<file path="config.mk">
export PLATFORM = sky130hd
export DESIGN_NAME = frame_config_writer
export DESIGN_NICKNAME = d
export VERILOG_FILES = /design/src/rtl/frame_config_writer.sv
export SDC_FILE = /design/constraint.sdc
export NUM_CORES = 1
export LEC_CHECK = 0
export ABC_CLOCK_PERIOD_IN_PS = 2800
export CORE_MARGIN = 2
export CORE_UTILIZATION = 27
export DETAILED_ROUTE_END_ITERATION = 8
export MAX_ROUTING_LAYER = met4
export SYNTH_ARGS = -nofsm -noshare
export SYNTH_HDL_FRONTEND = slang
export SYNTH_SLANG_ARGS = --single-unit
</file>
<file path="constraint.sdc">
create_clock -name CLK -period 2.8 [get_ports CLK]
set_clock_uncertainty 0.2 [all_clocks]
set_input_delay 0.56 -clock CLK [delete_from_list [all_inputs] [get_ports CLK]]
set_output_delay 0.56 -clock CLK [all_outputs]
set_load 0.005 [all_outputs]
</file>
<file path="src/rtl/frame_config_writer.sv">
// Column configuration writer: parses a header, then for each data word drives FrameData and
// pulses one FrameStrobe line with a setup cycle before and a hold cycle after the strobe.
module frame_config_writer #(
    parameter int unsigned MaxFramesPerCol = 20,
    parameter int unsigned FrameBitsPerRow = 32,
    parameter int unsigned StrobeWidth     = 1,
    parameter logic [15:0] SyncWord        = 16'hFAB0
) (
    input  logic                       CLK,
    input  logic                       RESET,
    input  logic [31:0]                s_data,
    input  logic                       s_valid,
    output logic                       s_ready,
    output logic [FrameBitsPerRow-1:0] FrameData,
    output logic [MaxFramesPerCol-1:0] FrameStrobe,
    output logic                       busy,
    output logic                       err
);

    localparam int unsigned CntW = (StrobeWidth > 1) ? $clog2(StrobeWidth) : 1;
    localparam logic [MaxFramesPerCol-1:0] StrobeOne = MaxFramesPerCol'(1);

    typedef enum logic [2:0] {
        StIdle,
        StWaitData,
        StSetup,
        StStrobe,
        StHold
    } state_e;

    state_e                     state_q, state_d;
    logic [7:0]                 index_q, index_d;
    logic [7:0]                 remaining_q, remaining_d;
    logic [CntW-1:0]            cnt_q, cnt_d;
    logic [FrameBitsPerRow-1:0] frame_data_q, frame_data_d;
    logic [MaxFramesPerCol-1:0] strobe_q, strobe_d;
    logic                       err_q, err_d;

    logic       accepting;
    logic       xfer;
    logic [7:0] hdr_n;
    logic [7:0] hdr_i;
    logic [8:0] hdr_end;
    logic       hdr_ok;

    assign accepting = (state_q == StIdle) || (state_q == StWaitData);
    assign xfer      = s_valid & accepting;

    assign hdr_n   = s_data[15:8];
    assign hdr_i   = s_data[7:0];
    // 9-bit sum so a large start index cannot wrap back into range
    assign hdr_end = {1'b0, hdr_i} + {1'b0, hdr_n};
    assign hdr_ok  = (s_data[31:16] == SyncWord) && (hdr_n != 8'd0) &&
                     (hdr_end <= 9'(MaxFramesPerCol));

    always_comb begin
        state_d      = state_q;
        index_d      = index_q;
        remaining_d  = remaining_q;
        cnt_d        = cnt_q;
        frame_data_d = frame_data_q;
        strobe_d     = '0;
        err_d        = 1'b0;

        case (state_q)
            StIdle: begin
                if (xfer) begin
                    if (hdr_ok) begin
                        index_d     = hdr_i;
                        remaining_d = hdr_n;
                        state_d     = StWaitData;
                    end else begin
                        err_d = 1'b1;
                    end
                end
            end
            StWaitData: begin
                if (xfer) begin
                    frame_data_d = s_data[FrameBitsPerRow-1:0];
                    state_d      = StSetup;
                end
            end
            StSetup: begin
                cnt_d    = CntW'(StrobeWidth - 1);
                strobe_d = StrobeOne << index_q;
                state_d  = StStrobe;
            end
            StStrobe: begin
                if (cnt_q == '0) begin
                    state_d = StHold;
                end else begin
                    cnt_d    = cnt_q - CntW'(1);
                    strobe_d = StrobeOne << index_q;
                end
            end
            StHold: begin
                index_d     = index_q + 8'd1;
                remaining_d = remaining_q - 8'd1;
                state_d     = (remaining_q == 8'd1) ? StIdle : StWaitData;
            end
            default: state_d = StIdle;
        endcase
    end

    always_ff @(posedge CLK) begin
        if (RESET) begin
            state_q      <= StIdle;
            index_q      <= '0;
            remaining_q  <= '0;
            cnt_q        <= '0;
            frame_data_q <= '0;
            strobe_q     <= '0;
            err_q        <= 1'b0;
        end else begin
            state_q      <= state_d;
            index_q      <= index_d;
            remaining_q  <= remaining_d;
            cnt_q        <= cnt_d;
            frame_data_q <= frame_data_d;
            strobe_q     <= strobe_d;
            err_q        <= err_d;
        end
    end

    // Ready is decoded from the state register; RESET forces it low immediately
    assign s_ready     = accepting & ~RESET;
    assign FrameData   = frame_data_q;
    assign FrameStrobe = strobe_q;
    assign busy        = (state_q != StIdle);
    assign err         = err_q;

endmodule

</file>
### Pin placement, run 1

Scale bar: 20 µm. Pins as bars across the die edge, other pins in grey.
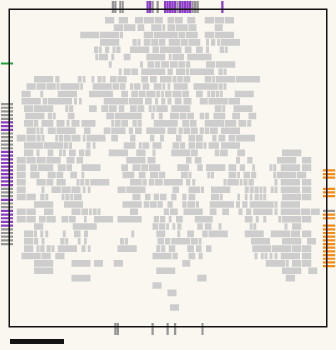
Orange stands for FrameStrobe, pins 20, direction output, edge east. Purple stands for s_data, pins 32, direction input, edge 19 west, 13 north. Green stands for CLK, pins 1, direction input, edge west.
All pins by edge: 40 west, 23 north, 21 east, 6 south.

### Layout detail, run 1

Scale bar: 5 µm. Window x 48 to 68, y 72 to 92 µm. Cells in grey, sequential cells in the stronger grey; small squares are vias.
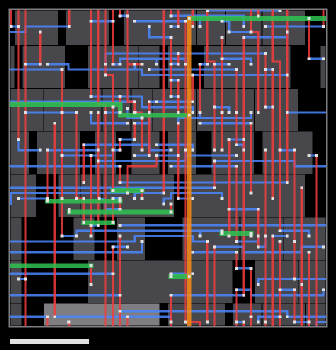
Green stands for met3. Red stands for met2. Blue stands for met1. Orange stands for met4.
Sequential cells in the window: 1. Netlist names of flops here include remaining_q (1). 41 logic cells have their middle in the window. Most frequent: buf_4 (11), nor2_1 (5).

### Routed metal per tile, run 1

The die is cut into 23 by 23 equal tiles; white is low, dark blue is high, scaled to the fullest tile. Values are wire area over tile area, all layers added.
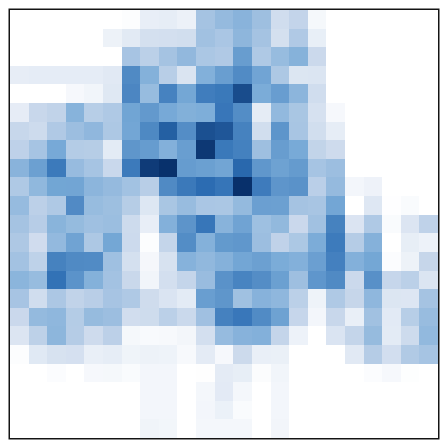
The fullest tile reaches 0.50. The densest ninth of the die: centre. 17% of the tiles are over half the peak. 28% of the tiles are nearly empty.

-- run 1: flip-flops by register name (all words and copies together) (netlist names) --
signal / cells
err: 1
state_q: 3
index_q: 8
FrameData: 32
FrameStrobe: 20
remaining_q: 8
-- run 1: power breakdown --
group	internal [µW]	switching [µW]	leakage [µW]	total, µW
sequential	1020	0.295	0.000580	1030
clock	615	484	0.000137	1100
combinational	186	165	0.00126	351
-- run 1: worst max-delay path, delay by kind of cell --
kind | cells | cell delay (ns)
compound gates | 3 | 0.45
fa+ha+maj | 2 | 0.55
buf+inv | 2 | 0.38
simple gates | 3 | 0.87
-- run 1: metal layers --
metal / routed length (µm) / up-vias
met5: 0 / -
met4: 132 / 0
met2: 5180 / 109
met1: 4840 / 1647
met3: 623 / 11
li1: - / 1763
-- run 1: cell families (layout without fill, tap and decap cells) --
family,after synthesis,count (layout),synth area share (%)
AND/OR/NAND/NOR,206,206,30.23
AND-OR/OR-AND,83,83,16.65
flip-flops,72,72,42.06
buffers and inverters,29,180,3.651
adder cells (fa/ha/maj),12,12,4.600
XOR/XNOR,11,11,2.811
-- run 1: path summary, 6_finish.rpt --
path / start / to / slack, ns / cells after the start
setup / recovery: s_data[8] / remaining_q[1]$_SDFFE_PP0P_ / 0.03 / 10
hold / removal: FrameData[1]$_SDFFE_PP0P_ / FrameData[1]$_SDFFE_PP0P_ / 0.26 / 2
setup reg to reg: state_q[2]$_SDFFE_PP0P_ / remaining_q[5]$_SDFFE_PP0P_ / 0.45 / 6
hold reg to reg: FrameData[1]$_SDFFE_PP0P_ / FrameData[1]$_SDFFE_PP0P_ / 0.26 / 2
==> GITHUB_STEP_SUMMARY, run 1 <==
## PnR job results

| Metric | Value |
|---|---|
| Worst Path Arrival | 2.81 ns |
| Result of the run | completed |
| Clk cell area share | 5.281% |
| Setup Total Neg Slack | 0 ns |
| Highest-utilization routing layer at the global route stage | met2 |
| Nature of the critical path startpoint | input pin |
| Tally of OpenROAD warnings | 27 |
| Final estimated routing congestion in global placement | around 0.88 |
| Top-Level Pins | ~90 |
| Combinational share of cell area | 37.57% |
| Post-detailed-route count of antenna-violating nets | 0 |
| Later-pin clock latency in the skew report | 0.34 ns |
| Library cell contributing the largest single delay on the critical path | or4_1 |
| Count of inverters not on the clock network in the layout | 7 |
| Most area-hungry cell type in the Yosys netlist | dfxtp_1 |
| CTS tree | built |
| Final std cell area, no fill | 5401 µm² |
| Clock sink count | 72 |
| List of cells traversed by the critical path | clkdlybuf4s15_2 -> ha_4 -> fa_2 -> a211oi_4 -> buf_4 -> o21bai_1 -> o211ai_2 -> nand3_2 -> or4_1 -> and3_1 |
| Post-CTS repair timing setup buffer count | 7 |
| Total of hold buffers inserted after clock tree synthesis | 0 |
| Biggest cell category by area in the final layout | multi-input combinational cells |
| Combinational gate area | 2029 µm² |
| Total overflow reported by the global router | 0 |
| FF+latch count | ~70 |
| Most frequently placed logic cell in the final layout | nand2_1 |
| Worst slack, placed | -0.6040 ns |
| Die area | ~14000 µm² |
| Post-detailed-routing wire length | 10.78 mm |
| Number of synthesized register bits | 72 |
| Final Max-Slew Violation Tally | 0 |
| GRT met2 Usage | 28.76% |
==> run 1 -> run 2 <==
--- a/config.mk
+++ b/config.mk
@@ -6,10 +6,11 @@
 export NUM_CORES = 1
 export LEC_CHECK = 0
 export ABC_CLOCK_PERIOD_IN_PS = 2800
-export CORE_MARGIN = 2
+export CORE_MARGIN = 5
 export CORE_UTILIZATION = 27
 export DETAILED_ROUTE_END_ITERATION = 8
 export MAX_ROUTING_LAYER = met4
+export SKIP_LAST_GASP = 1
 export SYNTH_ARGS = -nofsm -noshare
 export SYNTH_HDL_FRONTEND = slang
 export SYNTH_SLANG_ARGS = --single-unit
### Gate families picked out, run 2

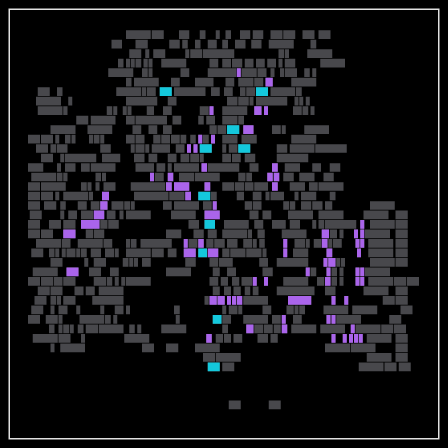
Purple stands for NOR gates, cells 75, most used nor2_1. Cyan stands for AND-OR and OR-AND gates, cells 10.

==> run 2 against run 1 <==
Compared with the run above: register-to-register slack got worse by 0.03 ns; non-clock buffer count is the same; maximum frequency increased by 1.4%; sequential cell count did not move; utilization shrank 0.080 points; largest cell class unchanged; wire length grew 2.7%; sequential share of layout area hardly changed; via count down 0.17%.
==> GITHUB_STEP_SUMMARY, run 2 <==
## PnR job results

| Metric | Value |
|---|---|
| Tally of OpenROAD warnings | 27 (unchanged) |
| Post-detailed-route count of antenna-violating nets | 0 (unchanged) |
| Delay-heaviest family, CP | AND-OR/OR-AND gates |
| Last element of the critical path | index_q[6]$_SDFFE_PP0P_ |
| Min-Delay Startpoint | FrameData[10]$_SDFFE_PP0P_ |
| Final estimated routing congestion in global placement | 0.8950 (+1.4%) |
| Switching Fraction | 25.19% (-1.0 points) |
| Nature of the critical path startpoint | input pin |
| Later-pin clock latency in the skew report | 0.34 ns (about the same) |
| Bufs and invs on worst path | 3 (+1) |
| Number of flip-flops in the largest register | 32 (unchanged) |
| Die area | 15050 µm² (+11%) |
| Number of synthesized register bits | 72 (unchanged) |
| Result of the run | completed |
| Number of cells on the critical path | 9 (-1) |
| Most area-hungry cell type in the Yosys netlist | dfxtp_1 |
| Endpoint of the worst register-to-register path | remaining_q[5]$_SDFFE_PP0P_ |
| Reg2Reg Launch Point | state_q[2]$_SDFFE_PP0P_ |
| CTS tree | built |
| Total overflow reported by the global router | 0 (unchanged) |
run 2: cell counts after synthesis:
Identical to the previous run, type by type.
run 2: cells by family after synthesis:
family / count (synthesis) / synth area share, %
AOI/OAI and AO/OA: 83 / 16.65
xor gates and xnor gates: 11 / 2.811
adders and majority gates: 12 / 4.600
buffers and inverters: 29 / 3.651
DFF: 72 / 42.06
and+or+nand+nor: 206 / 30.23
run 2: power groups by stage:
stage	logic, µW	registers [µW]	clock network, µW
after global placement	308	1050	0
after floorplan	126	1050	0
after global routing	359	1020	1250
after CTS	326	1030	1210
final	333	1030	1180
after detailed placement	309	1050	0
run 2: timing repair:
item / 4_1_cts / 5_1_grt
hold endpoints to repair: 0 / 0
buffers inserted: 4 / 0
hold buffers: 0 / 0
setup endpoints to repair: 17 / 17
pin swaps: 19 / 9
cloned: 0 / 0
gates resized: 38 / 14
run 2: through the flow:
| step | hold WS [ns] | instance area, µm² |
|---|---|---|
| 6_report | 0.2542 | 5391 |
| 2_1_floorplan | 0.2527 | 3435 |
| 5_1_grt | 0.2769 | 5391 |
| 3_3_place_gp | 0.2428 | 4920 |
| 4_1_cts | 0.2567 | 5363 |
| 3_5_place_dp | 0.2484 | 4920 |
run 2: layer usage:
metal	share of wire (%)	GRT usage, %	vias up
met3	5.6	4.101	24
met4	2.5	5.108	0
met5	0	-	-
met1	45	18.44	1628
li1	-	-	1763
met2	47	24.60	109
run 2: area by class of cell:
class / instances / area (µm²) / share of cell area (%)
Inverter: 7 / 26.28 / 0.4874
Sequential cell: 72 / 1441 / 26.73
Clock buffer: 9 / 225.2 / 4.177
Multi-Input combinational cell: 312 / 2036 / 37.76
Tap cell: 172 / 215.2 / 3.992
Timing Repair Buffer: 157 / 1369 / 25.39
Clock inverter: 7 / 78.83 / 1.462
Power is estimated from default activity; no workload was simulated.
